**Power grid**

Bar = 50 µm. Pins as bars on the die edge.
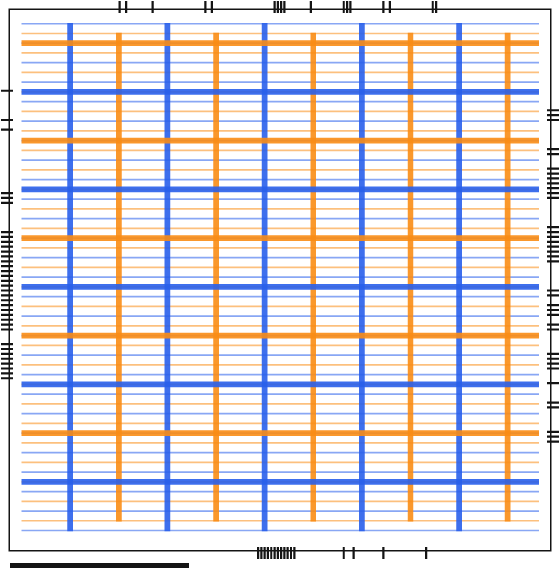
**Placed cells, one color a class**

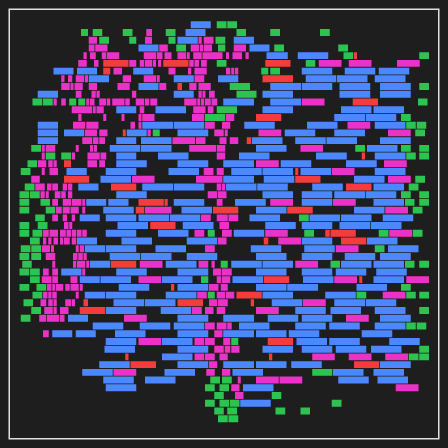
**Routed clock nets over the placement**

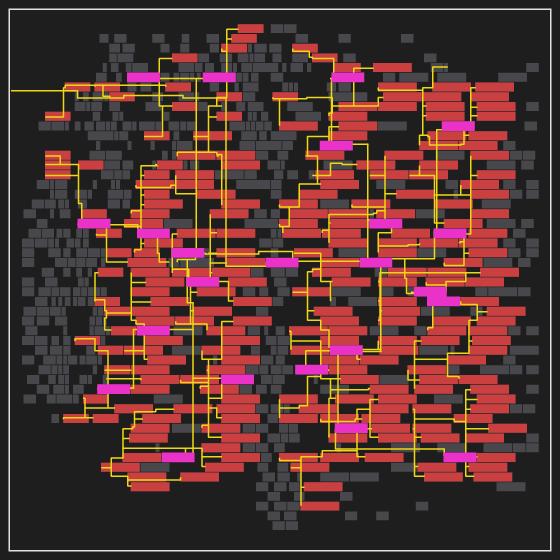
**Wiring by layer**

Bar = 50 µm.
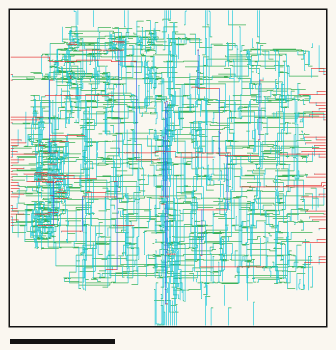
**src/rtl/fetch_pkg.sv**
```systemverilog
// fetch_pkg: shared definitions for the multi-outstanding fetch unit.
//   - default address/data widths and reset fetch address
//   - IB entry layout {pc, instr} and its field offsets
//   - cnt_w(): width of a counter that must hold 0..n inclusive
package fetch_pkg;

  localparam int ADDR_W_DEF = 16;
  localparam int DATA_W_DEF = 16;
  localparam logic [ADDR_W_DEF-1:0] RESET_PC_DEF = '0;

  // IB entry at default widths; pc occupies the upper bits.
  typedef struct packed {
    logic [ADDR_W_DEF-1:0] pc;
    logic [DATA_W_DEF-1:0] instr;
  } ib_entry_t;

  localparam int IB_INSTR_LSB = 0;
  localparam int IB_PC_LSB    = DATA_W_DEF;

  function automatic int cnt_w(input int n);
    return $clog2(n + 1);
  endfunction

endpackage

```
**src/rtl/fetch_fifo.sv**
```systemverilog
// fetch_fifo: small synchronous FIFO with flush and occupancy count.
// Ports:
//   clk, reset   clock, synchronous active-high reset
//   i_push/i_wdata  write one entry (ignored when full unless popping)
//   i_pop        remove head entry (ignored when empty)
//   i_flush      discard all entries this cycle
//   o_rdata      head entry (valid when o_count != 0)
//   o_count      number of stored entries, 0..DEPTH
module fetch_fifo
  import fetch_pkg::*;
#(
  parameter int WIDTH = 16,
  parameter int DEPTH = 4,
  localparam int CNT_W = cnt_w(DEPTH)
) (
  input  logic             clk,
  input  logic             reset,
  input  logic             i_push,
  input  logic [WIDTH-1:0] i_wdata,
  input  logic             i_pop,
  input  logic             i_flush,
  output logic [WIDTH-1:0] o_rdata,
  output logic [CNT_W-1:0] o_count
);

  localparam int PTR_W = (DEPTH > 1) ? $clog2(DEPTH) : 1;
  localparam logic [PTR_W-1:0] LAST = PTR_W'(DEPTH - 1);

  logic [WIDTH-1:0] r_mem [DEPTH];
  logic [PTR_W-1:0] r_rd_ptr, r_wr_ptr;
  logic [CNT_W-1:0] r_count;
  logic             w_do_push, w_do_pop;

  function automatic logic [PTR_W-1:0] nxt(input logic [PTR_W-1:0] p);
    return (p == LAST) ? '0 : p + 1'b1;
  endfunction

  assign w_do_pop  = i_pop && (r_count != '0);
  // A full FIFO can still take a write if the head leaves in the same cycle.
  assign w_do_push = i_push && ((r_count != CNT_W'(DEPTH)) || w_do_pop);

  always_ff @(posedge clk) begin
    if (reset || i_flush) begin
      r_rd_ptr <= '0;
      r_wr_ptr <= '0;
      r_count  <= '0;
    end else begin
      if (w_do_push) r_wr_ptr <= nxt(r_wr_ptr);
      if (w_do_pop)  r_rd_ptr <= nxt(r_rd_ptr);
      case ({w_do_push, w_do_pop})
        2'b10:   r_count <= r_count + 1'b1;
        2'b01:   r_count <= r_count - 1'b1;
        default: ;
      endcase
    end
  end

  // Storage needs no reset; validity is carried by r_count.
  always_ff @(posedge clk) begin
    if (w_do_push) r_mem[r_wr_ptr] <= i_wdata;
  end

  assign o_rdata = r_mem[r_rd_ptr];
  assign o_count = r_count;

endmodule

```
**src/rtl/fetch_pipe.sv**
```systemverilog
// fetch_pipe: multi-outstanding sequential instruction fetch unit.
// Issues in-order fetches, tracks up to MAX_OUT requests+buffered words,
// and pushes {pc, instr} entries into the instruction buffer (IB).
// Ports:
//   clk, reset                         clock, synchronous active-high reset
//   o_mem_req/o_mem_req_addr           fetch request and address
//   i_mem_req_rdy                      memory accepts the request this cycle
//   i_mem_resp_valid/_addr/_data       in-order response from memory
//   o_ib_push/o_ib_push_data           IB push, {pc, instr} with pc on top
//   i_ib_full                          IB cannot accept
//   i_branch_taken/i_branch_target     redirect fetch
//   o_err                              sticky protocol error
module fetch_pipe
  import fetch_pkg::*;
#(
  parameter int ADDR_W  = ADDR_W_DEF,
  parameter int DATA_W  = DATA_W_DEF,
  parameter int MAX_OUT = 4,
  parameter logic [ADDR_W-1:0] RESET_PC = ADDR_W'(RESET_PC_DEF)
) (
  input  logic                     clk,
  input  logic                     reset,
  output logic                     o_mem_req,
  output logic [ADDR_W-1:0]        o_mem_req_addr,
  input  logic                     i_mem_req_rdy,
  input  logic                     i_mem_resp_valid,
  input  logic [ADDR_W-1:0]        i_mem_resp_addr,
  input  logic [DATA_W-1:0]        i_mem_resp_data,
  output logic                     o_ib_push,
  output logic [ADDR_W+DATA_W-1:0] o_ib_push_data,
  input  logic                     i_ib_full,
  input  logic                     i_branch_taken,
  input  logic [ADDR_W-1:0]        i_branch_target,
  output logic                     o_err
);

  localparam int CNT_W = cnt_w(MAX_OUT);

  logic [ADDR_W-1:0] r_pc;
  logic [CNT_W-1:0]  r_drop_cnt;
  logic              r_err;

  logic [CNT_W-1:0]  w_out_cnt, w_buf_cnt;
  logic [CNT_W:0]    w_used;
  logic [ADDR_W-1:0] w_head_addr;
  logic              w_issue, w_resp_deq, w_resp_ok, w_buf_wr, w_drop_dec;

  // Credit uses registered counts only: a slot freed this cycle is reusable next cycle.
  assign w_used    = {1'b0, w_out_cnt} + {1'b0, w_buf_cnt};
  assign o_mem_req = !reset && !i_branch_taken && (w_used < (CNT_W+1)'(MAX_OUT));
  assign o_mem_req_addr = r_pc;
  assign w_issue   = o_mem_req && i_mem_req_rdy;

  // Any response dequeues the tracker if something is outstanding; a
  // mismatching one is still consumed so later in-order responses line up.
  assign w_resp_deq = i_mem_resp_valid && (w_out_cnt != '0);
  assign w_resp_ok  = w_resp_deq && (i_mem_resp_addr == w_head_addr);
  assign w_drop_dec = w_resp_ok && !i_branch_taken && (r_drop_cnt != '0);
  assign w_buf_wr   = w_resp_ok && !i_branch_taken && (r_drop_cnt == '0);

  assign o_ib_push = !reset && !i_branch_taken && !i_ib_full && (w_buf_cnt != '0);
  assign o_err     = r_err;

  fetch_fifo #(.WIDTH(ADDR_W), .DEPTH(MAX_OUT)) u_tracker (
    .clk     (clk),
    .reset   (reset),
    .i_push  (w_issue),
    .i_wdata (r_pc),
    .i_pop   (w_resp_deq),
    .i_flush (1'b0),
    .o_rdata (w_head_addr),
    .o_count (w_out_cnt)
  );

  fetch_fifo #(.WIDTH(ADDR_W+DATA_W), .DEPTH(MAX_OUT)) u_respbuf (
    .clk     (clk),
    .reset   (reset),
    .i_push  (w_buf_wr),
    .i_wdata ({w_head_addr, i_mem_resp_data}),
    .i_pop   (o_ib_push),
    .i_flush (i_branch_taken),
    .o_rdata (o_ib_push_data),
    .o_count (w_buf_cnt)
  );

  always_ff @(posedge clk) begin
    if (reset) begin
      r_pc       <= RESET_PC;
      r_drop_cnt <= '0;
      r_err      <= 1'b0;
    end else begin
      // Unexpected (nothing outstanding) or out-of-order response.
      if (i_mem_resp_valid && !w_resp_ok) r_err <= 1'b1;
      if (i_branch_taken) begin
        r_pc       <= i_branch_target;
        // Everything still outstanding after this cycle's dequeue is stale.
        r_drop_cnt <= w_out_cnt - CNT_W'(w_resp_deq);
      end else begin
        if (w_issue)    r_pc       <= r_pc + 1'b1;
        if (w_drop_dec) r_drop_cnt <= r_drop_cnt - 1'b1;
      end
    end
  end

endmodule

```
**config.mk**
```make
export PLATFORM = sky130hd
export DESIGN_NAME = fetch_pipe
export DESIGN_NICKNAME = d
export VERILOG_FILES = /design/src/rtl/fetch_pkg.sv /design/src/rtl/fetch_fifo.sv /design/src/rtl/fetch_pipe.sv
export SDC_FILE = /design/constraint.sdc
export NUM_CORES = 1
export LEC_CHECK = 0
export CAP_MARGIN = 20
export CORE_MARGIN = 3
export CORE_UTILIZATION = 45
export CTS_CLUSTER_SIZE = 16
export DETAILED_ROUTE_END_ITERATION = 8
export PLACE_DENSITY = 0.66
export SYNTH_ARGS = -nofsm -noshare
export SYNTH_HDL_FRONTEND = slang
export SYNTH_SLANG_ARGS = --single-unit
```
**constraint.sdc**
```tcl
create_clock -name clk -period 4.9 [get_ports clk]
set_input_delay 1.47 -clock clk [delete_from_list [all_inputs] [get_ports clk]]
set_output_delay 1.47 -clock clk [all_outputs]
set_load 0.005 [all_outputs]
```
==> job_summary.md <==
## Synthesis and layout report

| Metric | Value |
|---|---|
| Outcome | finished, final reports clean |
| FP Core Util | 46.13% |
| Clock Pin Slew Worst Setup and Hold Paths | 0.06 ns |
| Ys cells | about 550 |
| Setup crit start kind | primary input |
| WS Path Type | in2out |
| Power share of the combinational group | 11.1% |
| PnR Total Power | 4356 µW |
| Metal2 WL | 8867 µm |
| Die area | 22,720 µm² |
| Top Consumer | sequential cells |
| Crit path DRT | 3.43 ns |
| Ys async rst share | 0% |
| Synth logic family | multiplexers |
| DRT Wirelength | 18,050 µm |
| NumNets Final | around 750 |
| Hold Slack | ~0.48 ns |
| Seq. pwr | 2280 µW |
| DR vias/cell | roughly 5.4 |
| Slack of the worst reg-to-reg path | 1.02 ns |
| Xor/xnor cell area share of the yosys netlist | 2.602% |
| Clk root buf | clkbuf_16 |
| Net Switching | just under 1000 µW |
| Clock latency on the worst-skew pair | 0.50 ns |
| Num CTS Buffers | 23 |
| Hpwl dp | around 12,000 µm |
| Maximum number of pins on one net before global-route repair | 33 |
| Top Layout Cells | edfxtp_1 (192), clkdlybuf4s50_1 (104), mux4_2 (39) |
| Synth Register Bits | roughly 230 |
| Worst Setup SP | i_branch_taken |
| Placed cell count | 921 |
| DRC viols | 0 |
| Synth area leaders | edfxtp_1 (61%), mux4_2 (9.3%), dfxtp_1 (8.1%) |
| AO/OA Area Share | 3.771% |
| Max frequency | 0.2176 GHz |
| RSZ-0062 raised after global routing | no |
| Setup violators final | 0 |
| Synth warnings | 0 |
| Synthesis area per yosys | 9424 µm² |
| Final estimated routing congestion in global placement | slightly above 0.8 |
| GRT Util Overall | 15.95% |
| Top cell excl fill/tap | edfxtp_1 |
| Sequential Power Share | 52.3% |
| TNS Setup | 0 ns |
| Final Hold Fails | 0 |
| Grt total ovfl | 0 |
| Post-Synthesis Cells | 552 |
| Hold Crit Depth | 2 |
| First-pass GRT wire length | 28,450 µm |
| Post-synthesis instance area | 9424 µm² |
| PwrDens | 376.7 nW/µm² |
| Hold Buf Count CTS | 0 |
| Ant diodes | 0 |
| Post-synth top area cell | edfxtp_1 |
| GR Util met1 | 20.82% |
| Top Layer Used | met4 |
| Metal1 wirelength | ~7700 µm |
| Count leader, synth | edfxtp_1 |
| Synth mux share | 13.46% |
| CP Capture Point | o_ib_push |
| H-tree levels | 1 |
| Vias in the first global route | 5,477 |
| Syn_nets | between 600 and 700 |
| Simple-Gate Area Share | under 10% |
| Adder share | under 10% |
| Layout cells sized above 1 | 14.29% |
| Rows | between 50 and 60 |
| Cell Chain, Critical Path | clkdlybuf4s50_1 > or2_2 > nor2_1 > o31a_1 > clkdlybuf4s50_1 |
| Final period utilization | 93.79% |
Notes on 'power grid' above:
net	color
VSS	blue
VDD	orange
signal pins	105
rows	52
met5 straps	10
met4 straps	10
Die Ht: 150.7 µm
core area: 20,430 µm²
Die W: 150.7 µm

Notes on 'placed cells, one color a class' above:
class	color	cells
clock drivers and dummy loads	red	42
flops	blue	230
other buffers and delay cells	green	122
all other logic	magenta	299
fin util: 56.60%
finished layout cell area: 11,560 µm²

Notes on 'routed clock nets over the placement' above:
[flip-flops] red | count: 230
[cells driving clock nets] magenta | count: 23
[clock wires] yellow | length: 2,300 µm
routed clock nets	24

Notes on 'wiring by layer' above:
layer	color	wire length
met2	cyan	8,870 µm
met1	green	7,730 µm
met4	blue	530 µm
met3	red	931 µm

==> area by class of cell <==
class / count / area, µm² / share of cell area (%)
inverters: 12 / 45.04 / 0.3895
flip-flops and latches: 230 / 6528 / 56.45
multi-input cells: 287 / 2723 / 23.54
repair buffers: 122 / 1239 / 10.71
well taps: 270 / 337.8 / 2.921
clock inverters: 12 / 90.09 / 0.7791
clock buffers: 30 / 601.8 / 5.204
==> registers in the layout (all words and copies together), names as in the netlist, named ones only <==
signal	count
u_tracker.o_count	3
u_tracker.r_rd_ptr	2
u_respbuf.o_count	3
o_err	1
u_respbuf.r_rd_ptr	2
u_respbuf.r_wr_ptr	2
r_drop_cnt	3
o_mem_req_addr	16
u_tracker.r_wr_ptr	2
u_tracker.r_mem	64
u_respbuf.r_mem	128
No activity file was given, so power comes from the tool's default toggle rates.
